File: src/rtl/debounce_bank.sv
// N-channel push-button conditioner: 2-flop sync, symmetric debounce, press/release strobes
// and optional auto-repeat while a key is held.
module debounce_bank #(
  parameter int N_CH          = 4,
  parameter int DEB_LIMIT     = 65535,
  parameter int REPEAT_DELAY  = 1000000,
  parameter int REPEAT_PERIOD = 250000
) (
  input  logic            clk,
  input  logic            rst_n,
  input  logic [N_CH-1:0] btn_in,
  input  logic [N_CH-1:0] repeat_en,
  output logic [N_CH-1:0] btn_level,
  output logic [N_CH-1:0] btn_press,
  output logic [N_CH-1:0] btn_release,
  output logic [N_CH-1:0] btn_repeat
);

  localparam int DCW  = $clog2(DEB_LIMIT + 1);
  localparam int RMAX = (REPEAT_DELAY > REPEAT_PERIOD) ? REPEAT_DELAY : REPEAT_PERIOD;
  localparam int RCW  = $clog2(RMAX + 1);

  localparam logic [DCW-1:0] DEB_LAST    = DCW'(DEB_LIMIT - 1);
  localparam logic [RCW-1:0] DELAY_LAST  = RCW'(REPEAT_DELAY - 1);
  localparam logic [RCW-1:0] PERIOD_LAST = RCW'(REPEAT_PERIOD - 1);

  logic [N_CH-1:0] s1, s2;

  always_ff @(posedge clk or negedge rst_n) begin
    if (!rst_n) begin
      s1 <= '0;
      s2 <= '0;
    end else begin
      s1 <= btn_in;
      s2 <= s1;
    end
  end

  for (genvar ch = 0; ch < N_CH; ch++) begin : g_ch
    logic [DCW-1:0] dcnt;
    logic [RCW-1:0] rcnt;
    logic           first;
    logic           level, press, release_s, rpt;
    logic           flip, active, rep_hit;

    always_comb begin
      flip    = (s2[ch] != level) && (dcnt == DEB_LAST);
      active  = level && repeat_en[ch];
      rep_hit = active && (first ? (rcnt == DELAY_LAST) : (rcnt == PERIOD_LAST));
    end

    always_ff @(posedge clk or negedge rst_n) begin
      if (!rst_n) begin
        dcnt      <= '0;
        rcnt      <= '0;
        first     <= 1'b1;
        level     <= 1'b0;
        press     <= 1'b0;
        release_s <= 1'b0;
        rpt       <= 1'b0;
      end else begin
        press     <= 1'b0;
        release_s <= 1'b0;

        if (s2[ch] == level) begin
          dcnt <= '0;
        end else if (flip) begin
          dcnt      <= '0;
          level     <= s2[ch];
          press     <= s2[ch];
          release_s <= ~s2[ch];
        end else begin
          dcnt <= dcnt + DCW'(1);
        end

        // The press edge itself counts as rcnt=0 so the first repeat lands REPEAT_DELAY later.
        if (!active || (flip && s2[ch])) begin
          rcnt  <= '0;
          first <= 1'b1;
        end else if (rep_hit) begin
          rcnt  <= '0;
          first <= 1'b0;
        end else begin
          rcnt <= rcnt + RCW'(1);
        end

        rpt <= rep_hit && !flip;
      end
    end

    assign btn_level[ch]   = level;
    assign btn_press[ch]   = press;
    assign btn_release[ch] = release_s;
    assign btn_repeat[ch]  = rpt;
  end

endmodule

File: config.mk
export PLATFORM = sky130hd
export DESIGN_NAME = debounce_bank
export DESIGN_NICKNAME = d
export VERILOG_FILES = /design/src/rtl/debounce_bank.sv
export SDC_FILE = /design/constraint.sdc
export NUM_CORES = 1
export LEC_CHECK = 0
export CAP_MARGIN = 20
export CORE_UTILIZATION = 45
export CTS_BUF_LIST = sky130_fd_sc_hd__clkbuf_4 sky130_fd_sc_hd__clkbuf_8
export DETAILED_ROUTE_END_ITERATION = 10
export PLACE_DENSITY_LB_ADDON = 0.1
export RECOVER_POWER = 50
export SLEW_MARGIN = 30
export SYNTH_ARGS = -nofsm -noshare
export SYNTH_HDL_FRONTEND = slang
export SYNTH_SLANG_ARGS = --single-unit
File: constraint.sdc
create_clock -name clk -period 2.7 [get_ports clk]
set_clock_uncertainty 0.1 [all_clocks]
set_input_delay 0.675 -clock clk [delete_from_list [all_inputs] [get_ports clk]]
set_output_delay 0.675 -clock clk [all_outputs]
set_load 0.02 [all_outputs]
==> GITHUB_STEP_SUMMARY, run 1 <==
### Yosys + OpenROAD results

| Metric | Value |
|---|---|
| Outcome | completed |
| H-Tree Depth | 4 |
| Unrepaired setup endpoints after global routing | false |
| Met1 usage | 0.2439 |
| Core Util, Final | 0.5029 |
| Non-CTS buffers | 48 |
| Layout non-clock buf frac | 0.04416 |
| Worst hold path class | reg -> reg |
| Final setup fails | 0 |
| Post-synth top area cell | dfrtp_1 |
| First-pass GRT wire length | 29,240 um |
| Post-CTS setup buffers | 0 |
| Power Internal | 3.605 mW |
| Seq share, synth | 0.5032 |
| Metal-1 WL | 8163 um |
| Syn Std Cell Area | 8563 sq um |
| FF+latch count, synth | 172 |
| Final-stage net count | 883 |
| GRT Total Usage | 0.1827 |
| DIE AREA | 19,580 sq um |
| Vias in the first global route | 6,218 |
| DRC Markers | 0 |
| Core Footprint | 18,710 sq um |
| Asr flop ratio synth | 1.000 |
| Logic Gate Count | 600 |
| CP Launch Point | g_ch[2].level |
| Max-slew headroom | 0.09870 |
| Top FF cell, synth | dfrtp_1 |
| Worst vdd ir | 0.3051 mV |
| Number of clock buffers in the layout | 22 |
| Fin crit period | 2.418 ns |
| Slew @ Worst Pin | 1.352 ns |
| Top flop regs | g_ch.rcnt x80, g_ch.dcnt x64 |
| Leakage | 3.670 nW |
| Yosys chip area | 8563 sq um |
| CP max-delay cell | clkdlybuf4s50_1 |
| Net Switching | 980.3 uW |
| Synth warn | 0 |
| Sequential fraction of design power | 0.571 |
| Nonclk inv count | 22 |
| Capture point of the worst path | btn_level[2] |
| Die Y | 139.9 um |
| Sequential cell count | 172 |
| Top cell category | sequential cells |
| Met2 WL | 7607 um |
| ANT cells | 0 |
| FP Rows | 50 |
| Register area | 4309 sq um |
| Post-synth EDFFs | 0 |
| Antenna violations before repair | 0 |
| CP arrival | 1.64 ns |
| # IOs | 26 |
| Reg-to-Reg Start | g_ch[3].rcnt[10] |
| Clock share of power | 0.404 |
| FILL cells | 1,689 |
| R2r setup slk | 0.37 ns |
| First-pass iteration count of the detailed router | 6 |
| Worst path bufs/invs | 1 |
| Clock network area share | 0.04270 |
| Top cells excl fill/tap | dfrtp_1, nor3_1, nor2_1, nand3_1, xnor2_1 |
| Hold Path Sink | s2[2] |
| Hold_sp | s1[2] |
| Number of flip-flops in the largest register | 80 |
| Slew Limit Fails | 0 |
| Largest delay share family, worst path | buffers and inverters |
| Synth unique cells | 48 |
| Area added between synthesis and finish | 9.848% |
| Clock network power | 1.85 mW |
| Top sig layer | met4 |
| Hold WS | 0.2480 ns |
| Max-cap viol count | 0 |
| Max frequency | 413.6 MHz |
| Hold Vio Cnt, Final | 0 |
| Multi-input logic area | 3905 sq um |
| TritonCTS clock tree | done |
| Flop share of the area | 0.4581 |
| Fraction of layout cells with a size suffix above 1 | 0.09060 |
| Ys cells | 837 |
| Avg Inst Size Synth | 10.23 sq um |
| Later-pin clock latency in the skew report | 0.46 ns |
| CTS root buffer | clkbuf_8 |
| CTS Buffer Depth | 2 |
| Post-route setup slack | 0.2824 ns |
| Power consumption | 4.586 mW |
| Post-Synthesis Cells | 837 |
-- run 1: cells in the mapped netlist, types with 9 or more instances --
library cell,number
clkbuf_1,12
a211oi_1,19
a21oi_1,10
o21ai_0,14
dfrtp_1,168
ha_1,12
nand2_1,44
inv_1,22
xnor2_1,52
and3_1,13
nor3b_1,12
buf_2,9
xor2_1,51
nor4_1,14
and4_1,18
nand4_1,39
nor3_1,70
nand3_1,54
nor2_1,66
buf_4,19
or3_1,20
o31ai_1,11
or4_1,22
-- run 1: kinds of logic after synthesis --
kind of cell,count (synthesis),synth area share
xor gates and xnor gates,103,0.1053
buffers and inverters,65,0.04077
DFF,172,0.5032
and+or+nand+nor,408,0.2655
muxes,4,0.005260
adders and majority gates,12,0.01753
AOI/OAI and AO/OA,73,0.06239
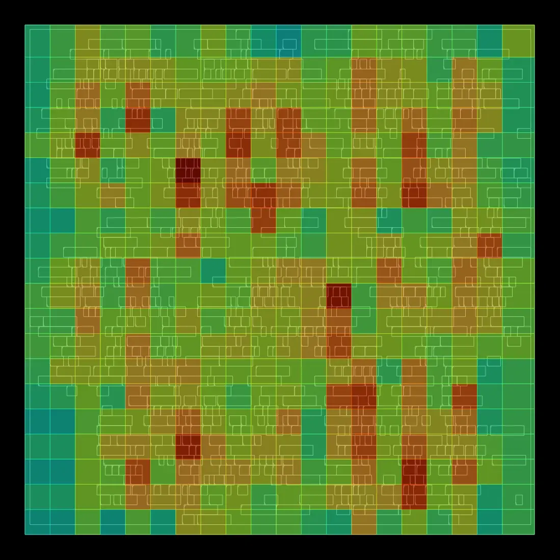
Fig. 1. Routing congestion (run 1).
GR Util met2: 0.2926
met3 usage: 0.04274
GR peak layer: met2
wire length per cell: 14.87 um

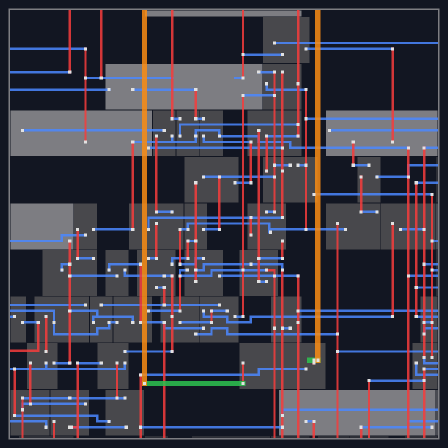
Fig. 2. A small window of the routed layout (run 1).
Region (57, 57) to (82, 82) um. Cells in gray, sequential cells in the stronger gray; small squares are vias.
legend:
  green:
    layer: met3
  orange:
    layer: met4
  blue:
    layer: met1
  red:
    layer: met2
sequential cells in the window: 4
netlist names of flops here include: g_ch.dcnt (4)
cells with their middle in the window: 39
most frequent: nor2_1 (7), nand3_1 (5)

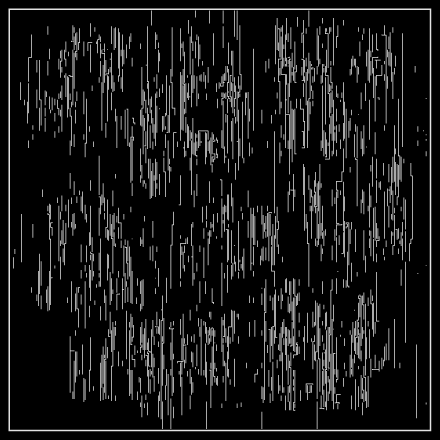
Fig. 3. Met2 routing (run 1).
(3 px per um)
main direction: vertical
longest straight run: 37.7 um
wire length on this layer: 7,610 um
via count: 6,180
final WL: 16,450 um

## Run 2: what changed since run 1
--- a/config.mk
+++ b/config.mk
@@ -5,7 +5,6 @@
 export SDC_FILE = /design/constraint.sdc
 export NUM_CORES = 1
 export LEC_CHECK = 0
-export CAP_MARGIN = 20
 export CORE_UTILIZATION = 45
 export CTS_BUF_LIST = sky130_fd_sc_hd__clkbuf_4 sky130_fd_sc_hd__clkbuf_8
 export DETAILED_ROUTE_END_ITERATION = 10
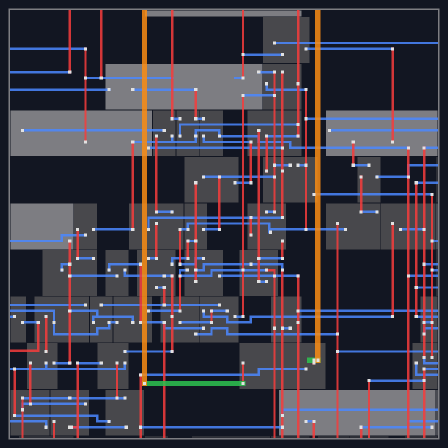
Fig. 4. A small window of the routed layout (run 2).
Region (57, 57) to (82, 82) um. Cells in gray, sequential cells in the stronger gray; small squares are vias.
legend:
  green:
    layer: met3
  red:
    layer: met2
  blue:
    layer: met1
  orange:
    layer: met4
sequential cells in the window: 4
netlist names of flops here include: g_ch.dcnt (4)
cells with their middle in the window: 39
most frequent: nor2_1 (7), nand3_1 (5)

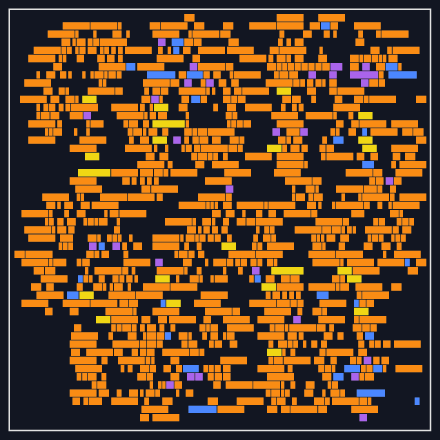
Fig. 5. Sizing map (run 2).
(3 px per um)
legend:
  blue:
    size: drive 2
    cells: 29
    share: 3.3%
  yellow:
    size: drive 6 and up
    cells: 22
    share: 2.5%
  orange:
    size: drive 1 or less
    cells: 793
    share: 91%
  purple:
    size: drive 3 to 4
    cells: 28
    share: 3.2%

==> GITHUB_STEP_SUMMARY, run 2 <==
### Yosys + OpenROAD results

| Metric | Value |
|---|---|
| Max-cap viol count | 0 |
| TritonCTS clock tree | done |
| Avg Inst Size Synth | 10.23 sq um |
| Hold_sp | s1[2] |
| Seq share, synth | 0.5032 |
| Worst hold path class | reg -> reg |
| Post-CTS setup buffers | 0 |
| Most instantiated cells after synthesis | dfrtp_1, nor3_1, nor2_1 |
| Metal-1 WL | 8163 um |
| CTS root buffer | clkbuf_8 |
| Syn Std Cell Area | 8563 sq um |
| Outcome | completed |
| Top cells excl fill/tap | dfrtp_1, nor3_1, nor2_1, nand3_1, xnor2_1 |
| Flop share of the area | 0.4581 |
| Worst vdd ir | 0.3051 mV |
| Antenna violations before repair | 0 |
| Sequential cell count | 172 |
| Leakage | 3.670 nW |
| Ys cells | 837 |
| ANT cells | 0 |
| Worst path bufs/invs | 1 |
| Unrepaired setup endpoints after global routing | false |
| Die Y | 139.9 um |
| Final WL | 16,450 um |
| Max frequency | 413.6 MHz |
| Top sig layer | met4 |
| CP Launch Point | g_ch[2].level |
| Core Footprint | 18,710 sq um |
| Top FF cell, synth | dfrtp_1 |
| FP Rows | 50 |
| Nonclk inv count | 22 |
| Vias in the first global route | 6,218 |
| Number of flip-flops in the largest register | 80 |
| Post-Synthesis Cells | 837 |
| DIE AREA | 19,580 sq um |
| First-pass GRT wire length | 29,240 um |
| Final setup fails | 0 |
| Final-stage net count | 883 |
| Post-route setup slack | 0.2824 ns |
| CP max-delay cell | clkdlybuf4s50_1 |
| Synth unique cells | 48 |
| Layout non-clock buf frac | 0.04416 |
| Register area | 4309 sq um |
| Wire length per cell | 14.87 um |
| CTS Buffer Depth | 2 |
| Later-pin clock latency in the skew report | 0.46 ns |
| Post-synth top area cell | dfrtp_1 |
| Asr flop ratio synth | 1.000 |
| Area added between synthesis and finish | 9.848% |
| Top flop regs | g_ch.rcnt x80, g_ch.dcnt x64 |
| First-pass iteration count of the detailed router | 6 |
| Power consumption | 4.586 mW |
run 2: cell families after synthesis:
group	after synthesis	synth area share
and+or+nand+nor	408	0.2655
DFF	172	0.5032
xor gates and xnor gates	103	0.1053
AOI/OAI and AO/OA	73	0.06239
buffers and inverters	65	0.04077
adders and majority gates	12	0.01753
muxes	4	0.005260
run 2: layer usage:
layer,global-route usage,up-vias
met3,0.04274,18
met5,0,-
met4,0.06189,0
li1,-,3068
met1,0.2439,3014
met2,0.2926,80
run 2: power breakdown:
group | internal [mW] | total [mW] | switching (mW)
Clock | 0.978 | 1.85 | 0.872
Sequential | 2.59 | 2.62 | 0.0237
Combinational | 0.0330 | 0.117 | 0.0841
## Run 3: what changed since run 2
--- a/config.mk
+++ b/config.mk
@@ -5,12 +5,15 @@
 export SDC_FILE = /design/constraint.sdc
 export NUM_CORES = 1
 export LEC_CHECK = 0
+export CAP_MARGIN = 40
 export CORE_UTILIZATION = 45
 export CTS_BUF_LIST = sky130_fd_sc_hd__clkbuf_4 sky130_fd_sc_hd__clkbuf_8
 export DETAILED_ROUTE_END_ITERATION = 10
 export PLACE_DENSITY_LB_ADDON = 0.1
 export RECOVER_POWER = 50
+export SKIP_LAST_GASP = 1
 export SLEW_MARGIN = 30
 export SYNTH_ARGS = -nofsm -noshare
 export SYNTH_HDL_FRONTEND = slang
 export SYNTH_SLANG_ARGS = --single-unit
+export TNS_END_PERCENT = 5
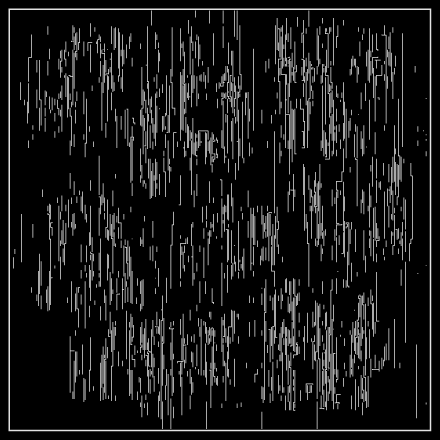
Fig. 6. Met2 routing (run 3).
(3 px per um)
wire length on this layer: 7,610 um
nets with wire on the layer: 729
main direction: vertical

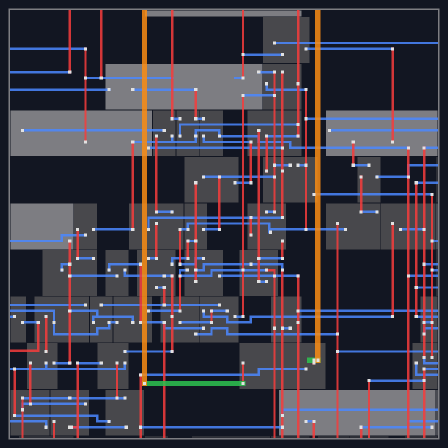
Fig. 7. A small window of the routed layout (run 3).
Region (57, 57) to (82, 82) um. Cells in gray, sequential cells in the stronger gray; small squares are vias.
legend:
  red:
    layer: met2
  green:
    layer: met3
  orange:
    layer: met4
  blue:
    layer: met1
most frequent: nor2_1 (7), nand3_1 (5)
netlist names of flops here include: g_ch.dcnt (4)
sequential cells in the window: 4
cells with their middle in the window: 39

==> GITHUB_STEP_SUMMARY, run 3 <==
### Yosys + OpenROAD results

| Metric | Value |
|---|---|
| Outcome | completed |
| TritonCTS clock tree | done |
| Top flop regs | g_ch.rcnt x80, g_ch.dcnt x64 |
| # IOs | 26 |
| Synth top cell by count | dfrtp_1 |
| Clock network area share | 0.04270 |
| Met1 usage | 0.2439 |
| Multi-input logic area | 3905 sq um |
| Hold WS | 0.2480 ns |
| CTS root buffer | clkbuf_8 |
| Final GP Congestion | 0.8636 |
| Flop share of the area | 0.4581 |
| Final-stage net count | 883 |
| Vias in the first global route | 6,218 |
| Via count | 6,180 |
| Worst vdd ir | 0.3051 mV |
| Post-CTS setup buffers | 0 |
| Die Y | 139.9 um |
| Final setup fails | 0 |
| Leakage | 3.670 nW |
| Area added between synthesis and finish | 9.848% |
| FILL cells | 1,689 |
| GRT Total Usage | 0.1827 |
| Hold Path Sink | s2[2] |
| CP arrival | 1.64 ns |
| Core Util, Final | 0.5029 |
| Register area | 4309 sq um |
| GR Util met2 | 0.2926 |
| Adder Area Share | 0.01753 |
| Yosys xor share | 0.1053 |
| DIE AREA | 19,580 sq um |
| Logic family by area | simple AND/OR/NAND/NOR gates |
| Most instantiated cells after synthesis | dfrtp_1, nor3_1, nor2_1 |
| Post-synth top area cell | dfrtp_1 |
| IO Port Bufs | 25 |
| GR peak layer | met2 |
| Hold Vio Cnt, Final | 0 |
| H-Tree Depth | 4 |
| FF+latch count, synth | 172 |
| FP Rows | 50 |
| Ao+oa area frac | 0.06239 |
| Ys cells | 837 |
| Post-route setup slack | 0.2824 ns |
| Top sig layer | met4 |
| Worst-case reg-to-reg path depth | 5 |
| Capture point of the worst path | btn_level[2] |
| CTS Buffer Depth | 2 |
| Wire length per cell | 14.87 um |
| Number of flip-flops in the largest register | 80 |
| Top cell category | sequential cells |
| CP max-delay cell | clkdlybuf4s50_1 |
| First-pass iteration count of the detailed router | 6 |
| Top cells excl fill/tap | dfrtp_1, nor3_1, nor2_1, nand3_1, xnor2_1 |
| First-pass GRT wire length | 29,240 um |
| ANT cells | 0 |
| Later-pin clock latency in the skew report | 0.46 ns |
| Largest delay share family, worst path | buffers and inverters |
| Number of clock buffers in the layout | 22 |
| Hold_sp | s1[2] |
| Simple share | 0.2655 |
| Asr flop ratio synth | 1.000 |
| Worst hold path class | reg -> reg |
| Slew Limit Fails | 0 |
| Antenna violations before repair | 0 |
| Avg Inst Size Synth | 10.23 sq um |
| Yosys chip area | 8563 sq um |
| Fraction of layout cells with a size suffix above 1 | 0.09060 |
| CP Launch Point | g_ch[2].level |
| Non-CTS buffers | 48 |
| Metal-1 WL | 8163 um |
| Max-slew headroom | 0.09870 |
| Area fraction in mux cells | 0.005260 |
| Worst Hold Path Cells | 0 |
| DRC Markers | 0 |
| Total gr overflow | 0 |
| Synth warn | 0 |
| Post-Synthesis Cells | 837 |
| Nonclk inv count | 22 |
| Unrepaired setup endpoints after global routing | false |
| Met3 usage | 0.04274 |
| R2r setup slk | 0.37 ns |
| Logic Gate Count | 600 |
| Layout non-clock buf frac | 0.04416 |
| Met2 WL | 7607 um |
| Top FF cell, synth | dfrtp_1 |
| Max frequency | 413.6 MHz |
| Sequential cell count | 172 |
| Seq share, synth | 0.5032 |
| Synth unique cells | 48 |
[run 3: cell counts in the layout (fill, tap and decap cells not counted)]
No cell type changed its count.
[run 3: cell families (layout without fill, tap and decap cells)]
logic type / Yosys count / in the layout
xor gates and xnor gates: 103 / 103
buffers and inverters: 65 / 100
adders and majority gates: 12 / 12
AOI/OAI and AO/OA: 73 / 73
and+or+nand+nor: 408 / 408
DFF: 172 / 172
muxes: 4 / 4
[run 3: through the flow]
step	power, mW	std cells
after floorplan	2.707	837
after global placement	2.795	1076
final	4.586	1106
after global routing	4.802	1106
after detailed placement	2.800	1076
after CTS	4.669	1106
[run 3: where the power goes]
group	leakage (nW)	internal, mW	switching (mW)	total (mW)
Clock	0.209	0.978	0.872	1.85
Sequential	2.36	2.59	0.0237	2.62
Combinational	1.10	0.0330	0.0841	0.117
Power figures rest on the tool's default switching activity, not on a simulated workload.
